`config.mk`:
```
export PLATFORM = sky130hd
export DESIGN_NAME = fmul_axis_core
export DESIGN_NICKNAME = d
export VERILOG_FILES = /design/src/rtl/fmul_axis_core.sv
export SDC_FILE = /design/constraint.sdc
export NUM_CORES = 2
export LEC_CHECK = 0
export CAP_MARGIN = 20
export CORE_MARGIN = 3
export CORE_UTILIZATION = 40
export DETAILED_ROUTE_END_ITERATION = 10
export GPL_ROUTABILITY_DRIVEN = 1
export MAX_ROUTING_LAYER = met4
export PLACE_DENSITY = 0.68
export SLEW_MARGIN = 20
export SYNTH_ARGS = -nofsm -noshare
export SYNTH_HDL_FRONTEND = slang
export SYNTH_SLANG_ARGS = --single-unit
```
`constraint.sdc`:
```
create_clock -name clk -period 9.5 [get_ports clk]
set_input_delay 1.425 -clock clk [delete_from_list [all_inputs] [get_ports clk]]
set_output_delay 1.425 -clock clk [all_outputs]
set_load 0.05 [all_outputs]
```
`src/rtl/fmul_axis_core.sv`:
```
// Single-precision IEEE-754 multiplier with AXI-Stream operand slots and result port.
// Three pipeline stages (product, normalize/round, output register) that all stall
// together while a valid result is waiting on the downstream consumer.
// Denormal inputs are flushed to zero and underflowing results are flushed to zero.
module fmul_axis_core (
   input  logic        clk,
   input  logic        rst,
   input  logic [31:0] s_axis_a_tdata,
   input  logic        s_axis_a_tvalid,
   output logic        s_axis_a_tready,
   input  logic [31:0] s_axis_b_tdata,
   input  logic        s_axis_b_tvalid,
   output logic        s_axis_b_tready,
   output logic [31:0] m_axis_result_tdata,
   output logic        m_axis_result_tvalid,
   input  logic        m_axis_result_tready
);

   logic        a_full_q, a_full_d;
   logic [31:0] a_data_q, a_data_d;
   logic        b_full_q, b_full_d;
   logic [31:0] b_data_q, b_data_d;

   logic        stall, fire, a_load, b_load;

   logic        s1_valid_q, s1_valid_d;
   logic        s1_sign_q, s1_sign_d;
   logic        s1_special_q, s1_special_d;
   logic [31:0] s1_spec_val_q, s1_spec_val_d;
   logic [9:0]  s1_exp_q, s1_exp_d;
   logic [47:0] s1_prod_q, s1_prod_d;

   logic        s2_valid_q, s2_valid_d;
   logic [31:0] s2_res_q, s2_res_d;

   logic        out_valid_q, out_valid_d;
   logic [31:0] out_data_q, out_data_d;

   logic [7:0]  a_exp, b_exp;
   logic [22:0] a_frac, b_frac;
   logic        a_zero, a_inf, a_nan, b_zero, b_inf, b_nan;
   logic        op_sign;

   logic [23:0] n_mant;
   logic        n_guard, n_sticky, round_up;
   logic [9:0]  n_exp, f_exp;
   logic [24:0] r_mant;
   logic [22:0] f_frac;

   assign m_axis_result_tdata  = out_data_q;
   assign m_axis_result_tvalid = out_valid_q;

   // Handshake: the whole pipe advances unless a result is stuck at the output.
   // Ready is forced low during reset and only looks at registers and downstream ready.
   always_comb begin
      stall           = out_valid_q & ~m_axis_result_tready;
      fire            = a_full_q & b_full_q & ~stall;
      s_axis_a_tready = ~rst & (~a_full_q | fire);
      s_axis_b_tready = ~rst & (~b_full_q | fire);
      a_load          = s_axis_a_tvalid & s_axis_a_tready;
      b_load          = s_axis_b_tvalid & s_axis_b_tready;
   end

   // Operand slots: cleared on fire, a same-edge refill wins so back-to-back ops flow.
   always_comb begin
      a_full_d = a_full_q;
      a_data_d = a_data_q;
      b_full_d = b_full_q;
      b_data_d = b_data_q;
      if (fire) begin
         a_full_d = 1'b0;
         b_full_d = 1'b0;
      end
      if (a_load) begin
         a_full_d = 1'b1;
         a_data_d = s_axis_a_tdata;
      end
      if (b_load) begin
         b_full_d = 1'b1;
         b_data_d = s_axis_b_tdata;
      end
   end

   // Stage 1: classify operands, form the 48-bit mantissa product and biased exponent sum.
   always_comb begin
      a_exp   = a_data_q[30:23];
      a_frac  = a_data_q[22:0];
      b_exp   = b_data_q[30:23];
      b_frac  = b_data_q[22:0];
      a_zero  = (a_exp == 8'h00);
      a_inf   = (a_exp == 8'hFF) && (a_frac == 23'd0);
      a_nan   = (a_exp == 8'hFF) && (a_frac != 23'd0);
      b_zero  = (b_exp == 8'h00);
      b_inf   = (b_exp == 8'hFF) && (b_frac == 23'd0);
      b_nan   = (b_exp == 8'hFF) && (b_frac != 23'd0);
      op_sign = a_data_q[31] ^ b_data_q[31];

      s1_valid_d    = s1_valid_q;
      s1_sign_d     = s1_sign_q;
      s1_special_d  = s1_special_q;
      s1_spec_val_d = s1_spec_val_q;
      s1_exp_d      = s1_exp_q;
      s1_prod_d     = s1_prod_q;

      if (!stall) begin
         s1_valid_d = fire;
         if (fire) begin
            s1_sign_d     = op_sign;
            s1_prod_d     = {24'd0, 1'b1, a_frac} * {24'd0, 1'b1, b_frac};
            s1_exp_d      = {2'b00, a_exp} + {2'b00, b_exp} - 10'd127;
            s1_special_d  = 1'b1;
            s1_spec_val_d = 32'd0;
            if (a_nan || b_nan || (a_inf && b_zero) || (b_inf && a_zero)) begin
               s1_spec_val_d = 32'h7FC0_0000;
            end else if (a_inf || b_inf) begin
               s1_spec_val_d = {op_sign, 8'hFF, 23'd0};
            end else if (a_zero || b_zero) begin
               s1_spec_val_d = {op_sign, 31'd0};
            end else begin
               s1_special_d  = 1'b0;
            end
         end
      end
   end

   // Stage 2: normalize, round to nearest even, then saturate to Inf or flush to zero.
   always_comb begin
      if (s1_prod_q[47]) begin
         n_mant   = s1_prod_q[47:24];
         n_guard  = s1_prod_q[23];
         n_sticky = |s1_prod_q[22:0];
         n_exp    = s1_exp_q + 10'd1;
      end else begin
         n_mant   = s1_prod_q[46:23];
         n_guard  = s1_prod_q[22];
         n_sticky = |s1_prod_q[21:0];
         n_exp    = s1_exp_q;
      end
      round_up = n_guard & (n_sticky | n_mant[0]);
      r_mant   = {1'b0, n_mant} + {24'd0, round_up};
      // a carry out can only come from an all-ones mantissa, so the shifted fraction is zero
      f_exp    = r_mant[24] ? n_exp + 10'd1 : n_exp;
      f_frac   = r_mant[24] ? r_mant[23:1] : r_mant[22:0];

      s2_valid_d = s2_valid_q;
      s2_res_d   = s2_res_q;
      if (!stall) begin
         s2_valid_d = s1_valid_q;
         if (s1_valid_q) begin
            if (s1_special_q) begin
               s2_res_d = s1_spec_val_q;
            end else if ($signed(f_exp) >= 10'sd255) begin
               s2_res_d = {s1_sign_q, 8'hFF, 23'd0};
            end else if ($signed(f_exp) <= 10'sd0) begin
               s2_res_d = {s1_sign_q, 31'd0};
            end else begin
               s2_res_d = {s1_sign_q, f_exp[7:0], f_frac};
            end
         end
      end
   end

   // Stage 3: output register, holds data and valid while downstream is not ready.
   always_comb begin
      out_valid_d = out_valid_q;
      out_data_d  = out_data_q;
      if (!stall) begin
         out_valid_d = s2_valid_q;
         if (s2_valid_q) begin
            out_data_d = s2_res_q;
         end
      end
   end

   // State registers; reset discards every in-flight operation.
   always_ff @(posedge clk or posedge rst) begin
      if (rst) begin
         a_full_q      <= 1'b0;
         a_data_q      <= 32'd0;
         b_full_q      <= 1'b0;
         b_data_q      <= 32'd0;
         s1_valid_q    <= 1'b0;
         s1_sign_q     <= 1'b0;
         s1_special_q  <= 1'b0;
         s1_spec_val_q <= 32'd0;
         s1_exp_q      <= 10'd0;
         s1_prod_q     <= 48'd0;
         s2_valid_q    <= 1'b0;
         s2_res_q      <= 32'd0;
         out_valid_q   <= 1'b0;
         out_data_q    <= 32'd0;
      end else begin
         a_full_q      <= a_full_d;
         a_data_q      <= a_data_d;
         b_full_q      <= b_full_d;
         b_data_q      <= b_data_d;
         s1_valid_q    <= s1_valid_d;
         s1_sign_q     <= s1_sign_d;
         s1_special_q  <= s1_special_d;
         s1_spec_val_q <= s1_spec_val_d;
         s1_exp_q      <= s1_exp_d;
         s1_prod_q     <= s1_prod_d;
         s2_valid_q    <= s2_valid_d;
         s2_res_q      <= s2_res_d;
         out_valid_q   <= out_valid_d;
         out_data_q    <= out_data_d;
      end
   end

endmodule

```
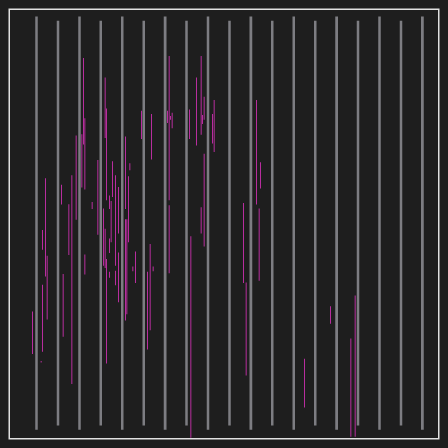
layer_met4.png
Supply wires on this layer in grey.
nets with wire on the layer	52
main direction	vertical
wire length on this layer	2420 um

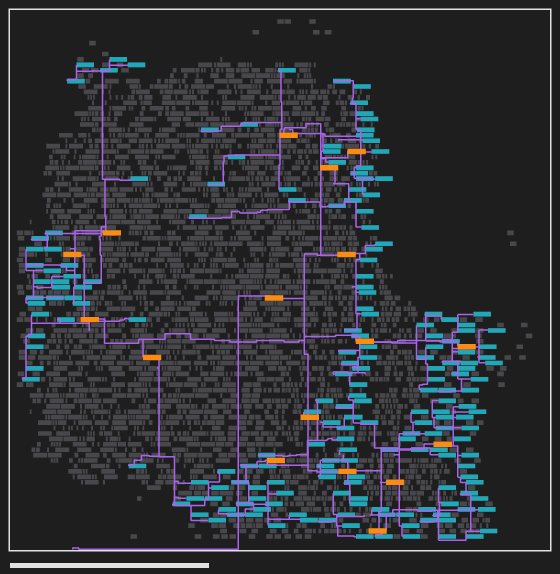
clk_routes.png
Scale bar: 100 um.
[flip-flops] cyan | count: 196
[clock wires] purple | length: 3220 um
[clock drivers] orange | count: 17
flops lie	widely spread

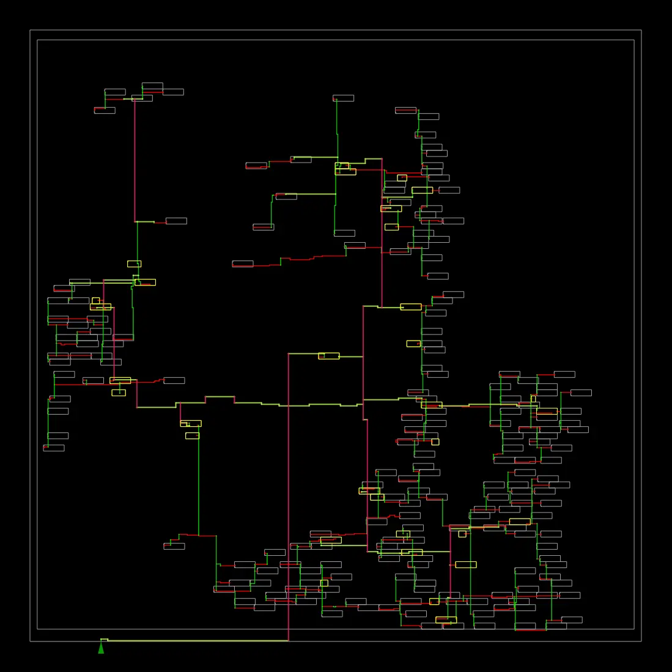
clocks.png
number of buffers created by CTS: 17
Clock Sinks: 196

==> impl_metrics.env <==
# implementation run metrics
export IMPL_criticalPathCategory="reg -> reg"
export IMPL_outcome="complete, no violations"
export IMPL_yosys_cell_types_count=70
export IMPL_yosys_area_share_simple_pct=15.9
export IMPL_timing_critical_path_to="s1_prod_q[46]"
export IMPL_max_freq_mhz=125
export IMPL_ff_type="sky130_fd_sc_hd__dfrtp_1"
export IMPL_synthDominantAreaCellType="sky130_fd_sc_hd__fa_1"
export IMPL_yosys_area_share_adder_pct=42.9
export IMPL_timing_critical_path_mode_cell="sky130_fd_sc_hd__fa_1"
export IMPL_finalWirelength_mm=76.1
export IMPL_summed_area_of_non_filler_cells_in_the_final_layout_mm2=0.0306
export IMPL_fp_nets=3778
export IMPL_start_kind="flop"
export IMPL_fp_utilization_pct=40.7
export IMPL_yosys_area_top_type_share_pct=34.4
export IMPL_global_route_usage_total_pct=22.0
export IMPL_clk_root_buffer_cell="sky130_fd_sc_hd__clkbuf_16"
export IMPL_vias=20700
export IMPL_area_leaders="sky130_fd_sc_hd__fa_1, sky130_fd_sc_hd__dfrtp_1, sky130_fd_sc_hd__ha_1"
export IMPL_clkLatencyLatePin_ns=0.51
export IMPL_setup_repair_after_global_routing_missed_its_margin="no"
export IMPL_holdBufCountCts=0
export IMPL_post_drt_wl_per_cell_um=19.1
export IMPL_totalNegativeSetupSlack_ns=0
export IMPL_detailedPlacementHpwl_mm=58.3
export IMPL_r2r_slack_ns=1.48
export IMPL_route_detailed_drc=0
export IMPL_critPathMaxFanout=17
export IMPL_clk_pin_slew_worst_paths_ns=0.10
export IMPL_hold_path_end="s1_prod_q[0]"
export IMPL_final_max_slew_viol_count=0
export IMPL_floorplan_die_area_mm2=0.0734
export IMPL_synth_async_sr_flop_share_pct=100
export IMPL_synth_ff_latch_count=196
export IMPL_path_depth=24
export IMPL_cell_area_after_placement_mm2=0.0300
export IMPL_grt_pass1_wl_mm=122
export IMPL_period_minus_slack_ns=8.02
export IMPL_cap_violations=0
export IMPL_post_cts_buffers=0
export IMPL_holdPathStages=2
export IMPL_area_growth_pct=8.93
export IMPL_number_of_levels_the_h_tree_was_split_into=4
export IMPL_place_port_buffers=103
export IMPL_arrival_ns=8.36
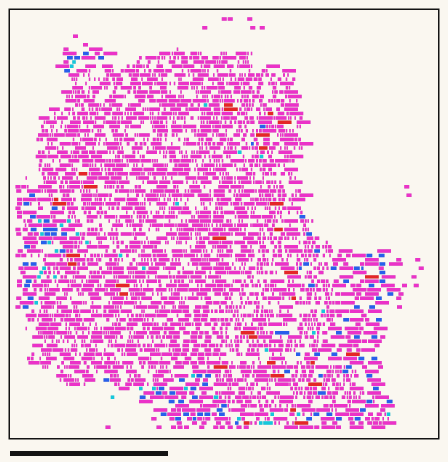
sizes.png
Scale bar: 100 um.
size	colour	cells	share
_2 cells	blue	95	3.1%
_6 and larger	red	31	1.0%
_0 and _1 cells	magenta	2895	95%
_3 and _4 cells	cyan	36	1.2%

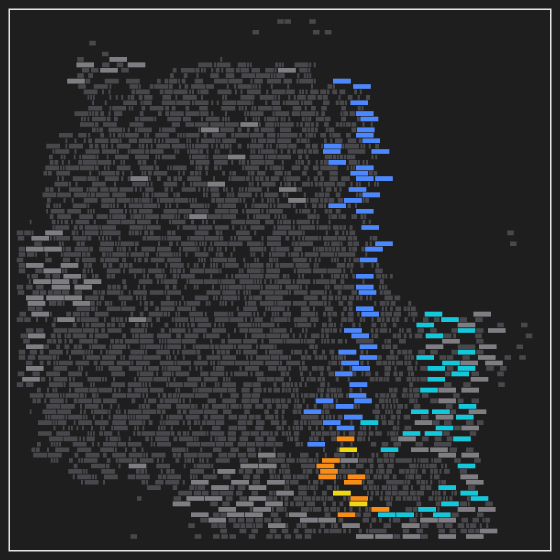
flops_by_reg.png
Other sequential cells in the stronger grey, the rest of the logic in the fainter grey.
netlist name	colour	sequential cells
`s2_res_q`	cyan	32
`s1_exp_q`	orange	10
`s1_prod_q`	blue	48
`s1_spec_val_q`	yellow	3
not coloured	103

## logic make-up after synthesis
kind of cell,after synthesis
AOI/OAI and AO/OA,337
xor gates and xnor gates,63
adders and majority gates,674
buffers and inverters,749
DFF,196
muxes,93
and+or+nand+nor,923
## area by class of cell
cell class	count	area, um2
Multi-Input combinational cell	2090	20300
Sequential cell	196	4910
Inverter	602	2270
Antenna cell	1	2.50
Timing Repair Buffer	137	1290
Clock inverter	15	193
Tap cell	931	1160
Fill cell	6679	38500
Clock buffer	17	425
## flip-flops by register name (all words and copies together) (netlist names)
signal / cells
m_axis_result_tdata: 32
s1_prod_q: 48
m_axis_result_tvalid: 1
a_data_q: 32
s1_spec_val_q: 3
s2_valid_q: 1
s2_res_q: 32
s1_special_q: 1
b_data_q: 32
b_full_q: 1
a_full_q: 1
s1_sign_q: 1
s1_exp_q: 10
s1_valid_q: 1
## cell usage in the layout (no fill, tap or decap), types with 6 or more instances in the layout
cell                                n
sky130_fd_sc_hd__inv_1            596
sky130_fd_sc_hd__fa_1             483
sky130_fd_sc_hd__nand2_1          433
sky130_fd_sc_hd__and2_1           257
sky130_fd_sc_hd__dfrtp_1          194
sky130_fd_sc_hd__ha_1             191
sky130_fd_sc_hd__o21ai_0          110
sky130_fd_sc_hd__clkdlybuf4s50_1  103
sky130_fd_sc_hd__nor2_1            85
sky130_fd_sc_hd__mux2_2            84
sky130_fd_sc_hd__a21oi_1           64
sky130_fd_sc_hd__xnor2_1           40
sky130_fd_sc_hd__buf_4             34
sky130_fd_sc_hd__nand3_1           25
sky130_fd_sc_hd__a21o_1            25
sky130_fd_sc_hd__nor4_1            23
sky130_fd_sc_hd__xor2_1            22
sky130_fd_sc_hd__nand4_1           22
sky130_fd_sc_hd__and3_1            18
sky130_fd_sc_hd__nor3_1            17
sky130_fd_sc_hd__clkbuf_16         17
sky130_fd_sc_hd__a211oi_1          16
sky130_fd_sc_hd__a32o_1            14
sky130_fd_sc_hd__nor2b_1           12
sky130_fd_sc_hd__nand2b_1          11
sky130_fd_sc_hd__o211ai_1           9
sky130_fd_sc_hd__o31ai_1            9
sky130_fd_sc_hd__o21bai_1           9
sky130_fd_sc_hd__mux2i_1            9
sky130_fd_sc_hd__a22o_1             9
sky130_fd_sc_hd__a21boi_0           8
sky130_fd_sc_hd__o21a_1             7
sky130_fd_sc_hd__a31oi_1            6
## through the flow
stage	util (%)	hold WS [ns]	worst slack (ns)	instances
final	44.3	0.477	1.48	3989
after global routing	44.3	0.501	1.16	3989
after CTS	44.3	0.481	1.57	3988
after detailed placement	43.4	0.463	1.61	3956
after global placement	43.4	0.453	1.69	3956
after floorplan	-	0.436	2.59	3035
## layer usage
metal	routed length [um]	vias up	share of wire (%)	GRT usage, %
met2	33600	813	44	32.7
met1	32700	10300	43	28.7
met3	7390	152	9.7	6.70
li1	-	9398	-	-
met4	2420	0	3.2	7.24
met5	0	-	0	-
